`src/rtl/wfifo_wr_arbiter.sv`:
```
// Round-robin arbiter sharing the async FIFO write port between four wclk-domain
// requesters; each written word carries its source ID in the top two bits.

module wfifo_wr_arbiter_lane (
    input  logic sel,
    input  logic full,
    input  logic valid,
    output logic ready,
    output logic xfer
);
    // ready depends only on grant and full, never on the requester's data
    assign ready = sel & ~full;
    assign xfer  = ready & valid;
endmodule

module wfifo_wr_arbiter #(
    parameter int DATA_WIDTH = 8,
    parameter int MAX_BURST  = 4
) (
    input  logic                    wclk,
    input  logic                    rst_n,
    input  logic [3:0]              req_valid,
    input  logic [3:0]              req_last,
    input  logic [4*DATA_WIDTH-1:0] req_data,
    output logic [3:0]              req_ready,
    input  logic                    full,
    output logic                    winc,
    output logic [DATA_WIDTH+1:0]   wdata,
    output logic [1:0]              grant_id,
    output logic                    busy
);
    localparam int NUM_REQ = 4;

    typedef enum logic {IDLE, GRANT} state_t;

    state_t                             state, state_nxt;
    logic   [1:0]                       last_ptr;
    logic   [3:0]                       beat_cnt;
    logic   [1:0]                       pick_idx;
    logic   [1:0]                       scan_idx;
    logic                               any_valid;
    logic                               g_valid;
    logic                               g_last;
    logic                               xfer;
    logic                               release_g;
    logic   [NUM_REQ-1:0]               lane_xfer;
    logic   [NUM_REQ-1:0][DATA_WIDTH-1:0] data_arr;

    assign data_arr  = req_data;
    assign busy      = (state == GRANT);
    assign any_valid = |req_valid;
    assign g_valid   = req_valid[grant_id];
    assign g_last    = req_last[grant_id];

    genvar i;
    generate
        for (i = 0; i < NUM_REQ; i++) begin : g_lane
            wfifo_wr_arbiter_lane u_lane (
                .sel   (busy && (grant_id == 2'(i))),
                .full  (full),
                .valid (req_valid[i]),
                .ready (req_ready[i]),
                .xfer  (lane_xfer[i])
            );
        end
    endgenerate

    assign xfer  = |lane_xfer;
    assign winc  = xfer;
    assign wdata = busy ? {grant_id, data_arr[grant_id]} : '0;

    // Descending scan so the index nearest after last_ptr overrides the others
    always_comb begin
        pick_idx = last_ptr;
        scan_idx = last_ptr;
        for (int k = NUM_REQ; k >= 1; k--) begin
            scan_idx = last_ptr + 2'(k);
            if (req_valid[scan_idx]) pick_idx = scan_idx;
        end
    end

    // Withdrawal releases even while full holds off the transfer
    assign release_g = ~g_valid |
                       (xfer & (g_last | (beat_cnt == 4'(MAX_BURST - 1))));

    always_comb begin
        state_nxt = state;
        case (state)
            IDLE:    if (any_valid) state_nxt = GRANT;
            GRANT:   if (release_g) state_nxt = IDLE;
            default: state_nxt = IDLE;
        endcase
    end

    always_ff @(posedge wclk or negedge rst_n) begin
        if (!rst_n) begin
            state    <= IDLE;
            grant_id <= 2'd0;
            last_ptr <= 2'd3;
            beat_cnt <= 4'd0;
        end else begin
            state <= state_nxt;
            if (state == IDLE) begin
                if (any_valid) begin
                    grant_id <= pick_idx;
                    beat_cnt <= 4'd0;
                end
            end else if (release_g) begin
                last_ptr <= grant_id;
                beat_cnt <= 4'd0;
            end else if (xfer) begin
                beat_cnt <= beat_cnt + 4'd1;
            end
        end
    end
endmodule

```
`config.mk`:
```
export PLATFORM = sky130hd
export DESIGN_NAME = wfifo_wr_arbiter
export DESIGN_NICKNAME = d
export VERILOG_FILES = /design/src/rtl/wfifo_wr_arbiter.sv
export SDC_FILE = /design/constraint.sdc
export NUM_CORES = 1
export LEC_CHECK = 0
export CAP_MARGIN = 20
export CORE_ASPECT_RATIO = 0.9
export CORE_UTILIZATION = 33
export DETAILED_ROUTE_END_ITERATION = 6
export GPL_TIMING_DRIVEN = 0
export PLACE_DENSITY = 0.76
export SLEW_MARGIN = 30
export SYNTH_ARGS = -nofsm -noshare
export SYNTH_HDL_FRONTEND = slang
export SYNTH_SLANG_ARGS = --single-unit
```
`constraint.sdc`:
```
create_clock -name wclk -period 1.9 [get_ports wclk]
set_input_delay 0.57 -clock wclk [delete_from_list [all_inputs] [get_ports wclk]]
set_output_delay 0.57 -clock wclk [all_outputs]
set_load 0.02 [all_outputs]
```
Run 1, routed metal per tile:
The die is cut into 12 by 11 equal tiles; black is low, pale yellow is high, scaled to the fullest tile. Values are wire area over tile area, all layers added.
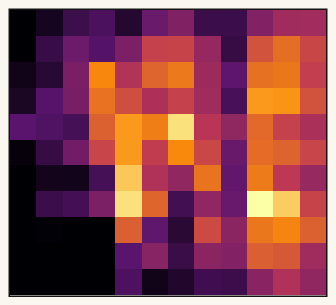
- mean over tiles: 0.20
- emptiest ninth of the die: bottom left
- fullest tile: 0.52
- tiles over half the peak: 36%
- densest ninth of the die: middle
Detailed Route WL: 3750 um
GRT Resource Usage Total: 22.4%
routed wirelength normalized by instance count: 17.1 um
total number of vias: 1,158

Run 1, zoomed window:
Scale bar: 10 um. Region (17, 4) to (42, 29) um. Cells in gray, sequential cells in the stronger gray; small squares are vias.
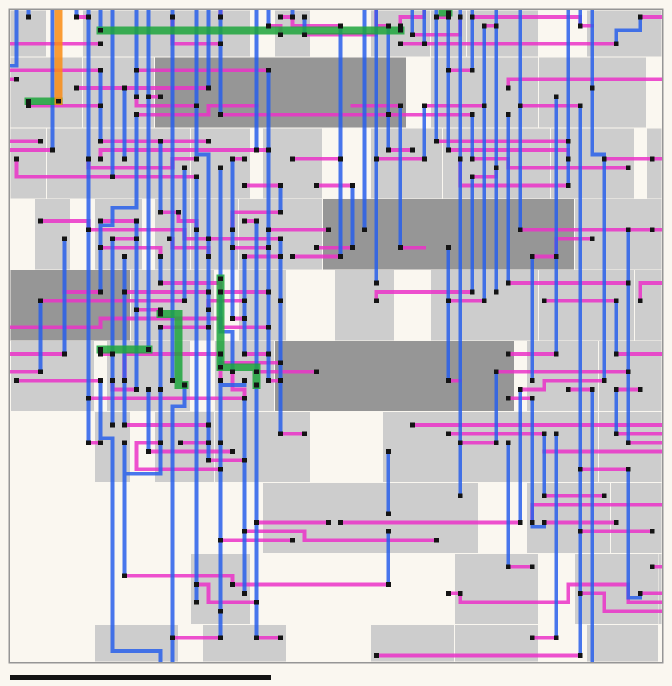
- green: metal 3
- magenta: metal 1
- orange: metal 4
- blue: metal 2
- netlist names of flops here include: grant_id (2), busy (1)
- sequential cells in the window: 3
- most frequent: dlygate4sd2_1 (9), buf_4 (6), buf_6 (4)
- cells with their middle in the window: 50

==> results_dict.tcl, run 1 <==
# yosys + openroad results
set metrics [dict create \
    status "finished with violations" \
    failing_checks "negative setup slack" \
    tritoncts "built" \
    clock_sinks 9 \
    clock_power_share_pct 5.5 \
    layout_worst_path_cycle_share_pct 119 \
    worst_slack_ns -0.354 \
    relSlewSlack_pct 64.5 \
    count_of_cells_resized_by_post_cts_repair 146 \
    postCtsHoldBufs 0 \
    global_placer_s_final_weighted_congestion 0.871 \
    p_sw_share_pct 41.5 \
    fp_util_pct 35.1 \
    die-width_um 59.4 \
    finalSetupViolations 20 \
    cellPowerDensity_mw_per_mm2 1490 \
    synthAdderAreaFrac_pct 1.28 \
    start_kind "flip-flop" \
    ctsHtreeMaxLevel 1 \
    portBuffers 60 \
    number_of_standard_cells_reported_by_yosys 97 \
    flop_cell "sky130_fd_sc_hd__dfrtp_1" \
    hold_path_startpoint "beat_cnt[0]$_DFFE_PN0P_" \
    vdd_ir_drop_max_v 0.000584 \
    critPathMostFrequentCell "sky130_fd_sc_hd__buf_6" \
    r2r_end "last_ptr[1]$_DFFE_PN1P_" \
    dp_worst_setup_slack_ns -1.04 \
    antennaDiodeCount 1 \
    ys_types 42 \
    synthesis.area_um2 980 \
    route.antenna.remaining_nets 0 \
    path_cells "buf_6 -> buf_12 -> mux4_2 -> and2_4 -> buf_6" \
]
Run 1, routed clock nets over the placement:
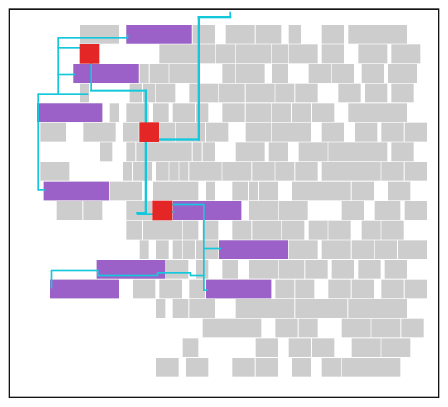
- purple: flip-flops (count 9)
- red: clock drivers (count 3)
- cyan: clock wires (length 156 um)
- routed clock nets: 4
power attributed to the clock group: 154 uW
insertion delay to the later sink of the worst-skew pair: 0.27 ns

Run 1, placed standard cells:
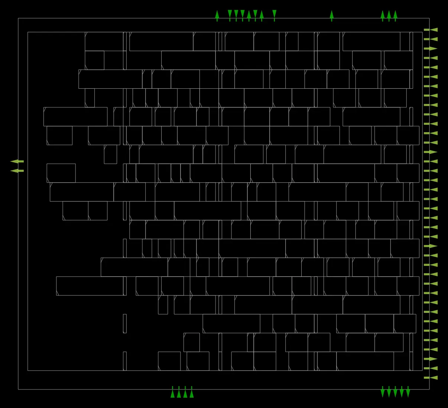
Std-Cell Core Area: 0.00279 mm^2
sequential cells: 9
Core Rows: 18

run 1: power by group through the flow:
stage | clock, mW | sequential [mW] | combinational, mW
global route | 0.162 | 0.354 | 2.42
detailed placement | 0 | 0.341 | 1.75
CTS | 0.157 | 0.342 | 2.14
floorplan | 0 | 0.367 | 1.11
finish | 0.154 | 0.350 | 2.28
global placement | 0 | 0.335 | 1.71
run 1: routing by layer:
| metal | up-vias | global-route usage (%) | part of all wire [%] |
|---|---|---|---|
| li1 | 530 | - | - |
| met5 | - | 0 | 0 |
| met3 | 7 | 6.49 | 11 |
| met2 | 64 | 41.0 | 50 |
| met4 | 0 | 8.33 | 1.3 |
| met1 | 557 | 24.6 | 38 |
run 1: registers in the layout, summed over array words and instances (netlist names):
signal    flops
beat_cnt      4
busy          1
grant_id      2
last_ptr      2
## Run 2: what changed since run 1
Settings changed: CORE_MARGIN set to 3.
Run 2, routed metal per tile:
The die is cut into 13 by 12 equal tiles; black is low, pale yellow is high, scaled to the fullest tile. Values are wire area over tile area, all layers added.
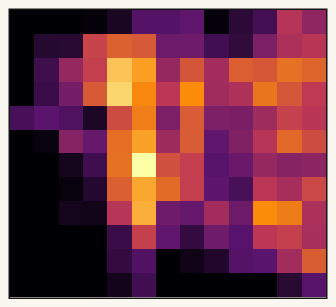
- emptiest ninth of the die: bottom left
- mean over tiles: 0.16
- tiles over half the peak: 27%
- nearly empty tiles: 21%
total number of vias: 1,119
GRT Resource Usage Total: 20.2%

==> run 2 against run 1 <==
- register-to-register slack better by 0.27 ns
- core utilization is 1.2 points higher
- die size is 15% higher
- largest power group unchanged
- the flow still finishes with violations (negative setup slack)
- wire length is 5.3% lower
- critical path depth unchanged
- final area is 1.8% higher
- largest cell class unchanged
- clock skew decreased by 0.0012 ns
- sequential share of layout area is 0.22 points lower
==> results_dict.tcl, run 2 <==
# yosys + openroad results
set metrics [dict create \
    cellPowerDensity_mw_per_mm2 1500 \
    fp_util_pct 35.1 \
    finalSetupViolations 14 \
    placementRows 18 \
    power-top-group "combinational logic" \
    layout_worst_path_cycle_share_pct 118 \
    postRouteWirelength_um 3550 \
    clock_sinks 9 \
    hold_path_startpoint "beat_cnt[0]$_DFFE_PN0P_" \
    synthAdderAreaFrac_pct 1.28 \
    failing_checks "negative setup slack" \
    worst_slack_ns -0.351 \
    number_of_standard_cells_reported_by_yosys 97 \
    design.core.area_mm2 0.00279 \
    start_kind "flip-flop" \
    global_placer_s_final_weighted_congestion 0.798 \
    tritoncts "built" \
    reg_top3 "beat_cnt: 4 flops, grant_id: 2 flops, last_ptr: 2 flops" \
    die-width_um 63.4 \
    antennaDiodeCount 0 \
    comb-power_mw 2.35 \
    vdd_ir_drop_max_v 0.000619 \
    largest_register_ffs 4 \
    portBuffers 60 \
    regMostFlops "beat_cnt" \
    p_seq_uw 344 \
    route.antenna.remaining_nets 0 \
    relSlewSlack_pct 65.4 \
    ctsHtreeMaxLevel 1 \
    layout.sequential_cells 9 \
    dp_worst_setup_slack_ns -1.02 \
    status "finished with violations" \
]
==> run 2: cell count changes in the layout (fill, tap and decap cells not counted), sizes merged <==
cell,previous run,this run
clkdlybuf4s50,5,6
clkdlybuf4s15,1,2
clkinvlp,0,1
dlymetal6s2s,0,1
dlygate4sd2,38,33
inv,5,4
buf,41,37
clkbuf,6,7
diode,1,0
==> run 2: per-layer routing <==
layer	part of all wire [%]	vias up	global-route usage, %	wire length, um
li1	-	517	-	-
met1	43	529	25.5	1510
met4	2.7	0	9.85	96
met5	0	-	0	0
met2	45	65	32.3	1600
met3	9.8	8	5.43	347
==> run 2: what timing repair did <==
action,CTS,global route
resized,156,12
pin swaps,11,3
gates cloned,1,0
hold buffers,0,0
setup endpoints to repair,18,15
setup buffers,11,4
## Run 3: what changed since run 2
Settings changed: CORE_UTILIZATION 33 to 34, CTS_BUF_LIST set to sky130_fd_sc_hd__clkbuf_8, PLACE_DENSITY 0.76 to 0.78.
Run 3, routed metal per tile:
The die is cut into 13 by 11 equal tiles; black is low, pale yellow is high, scaled to the fullest tile. Values are wire area over tile area, all layers added.
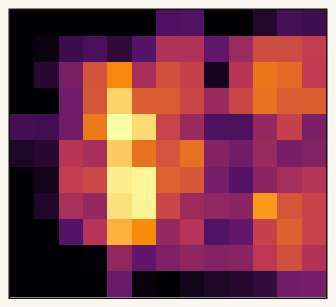
Detailed Route WL: 4490 um
routed wirelength normalized by instance count: 20.0 um
GRT Resource Usage Total: 23.6%

==> run 3 against run 2 <==
- the flow still finishes with violations (negative setup slack)
- area after synthesis did not move
- sequential power about the same
- count of clock-buffer cells in the layout decreased by 1
- maximum frequency fell by 1.3%
- wire length up 27%
- total power increased by 14%
- first-iteration DRC count went up to 2.9 times the previous value
- sequential share of layout area decreased by 0.75 points
- synthesized cell count unchanged
- final cell count increased by 5.6%
- core utilization increased by 10 points
- largest power group unchanged
==> results_dict.tcl, run 3 <==
# yosys + openroad results
set metrics [dict create \
    placementRows 17 \
    grt.met3_usage_pct 6.20 \
    cellPowerDensity_mw_per_mm2 1610 \
    design.core.area_mm2 0.00259 \
    power-top-group "combinational logic" \
    count_of_cells_resized_by_post_cts_repair 156 \
    p_clk_uw 233 \
    ctsHtreeMaxLevel 1 \
    regMostFlops "beat_cnt" \
    clock_sinks 9 \
    path_cells "buf_8 -> buf_6 -> mux4_2 -> and2_4 -> buf_6" \
    synthesis.area_um2 980 \
    status "finished with violations" \
    met2WireLength_um 2220 \
    clock_power_share_pct 7.1 \
    vdd_ir_drop_max_v 0.000851 \
    gr-max-usage-layer "met2" \
    clock_latency_ns 0.25 \
    largest_register_ffs 4 \
    failing_checks "negative setup slack" \
    dr_wl_met3_um 412 \
    comb-power_mw 2.68 \
    worst_slack_ns -0.380 \
    reg_top3 "beat_cnt: 4 flops, grant_id: 2 flops, last_ptr: 2 flops" \
    finalSetupViolations 21 \
    ys_types 42 \
    fp_util_pct 37.8 \
    die-width_um 62.6 \
    layout_worst_path_cycle_share_pct 120 \
    postCtsSetupRepairBufs 18 \
]
-- run 3: path summary, 6_finish.rpt --
kind                       cells after the start                    start                      end  slack (ns)
min                                            1  beat_cnt[0]$_DFFE_PN0P_  beat_cnt[0]$_DFFE_PN0P_        0.51
max in group asynchronous                      1                    rst_n           busy$_DFF_PN0_        0.91
min in group asynchronous                      1                    rst_n  grant_id[1]$_DFFE_PN0P_        0.65
max reg2reg                                    9  grant_id[0]$_DFFE_PN0P_  last_ptr[1]$_DFFE_PN1P_       -0.34
max                                            5  grant_id[0]$_DFFE_PN0P_                     winc       -0.38
min reg2reg                                    1  beat_cnt[0]$_DFFE_PN0P_  beat_cnt[0]$_DFFE_PN0P_        0.51
Power figures rest on the tool's default switching activity, not on a simulated workload.
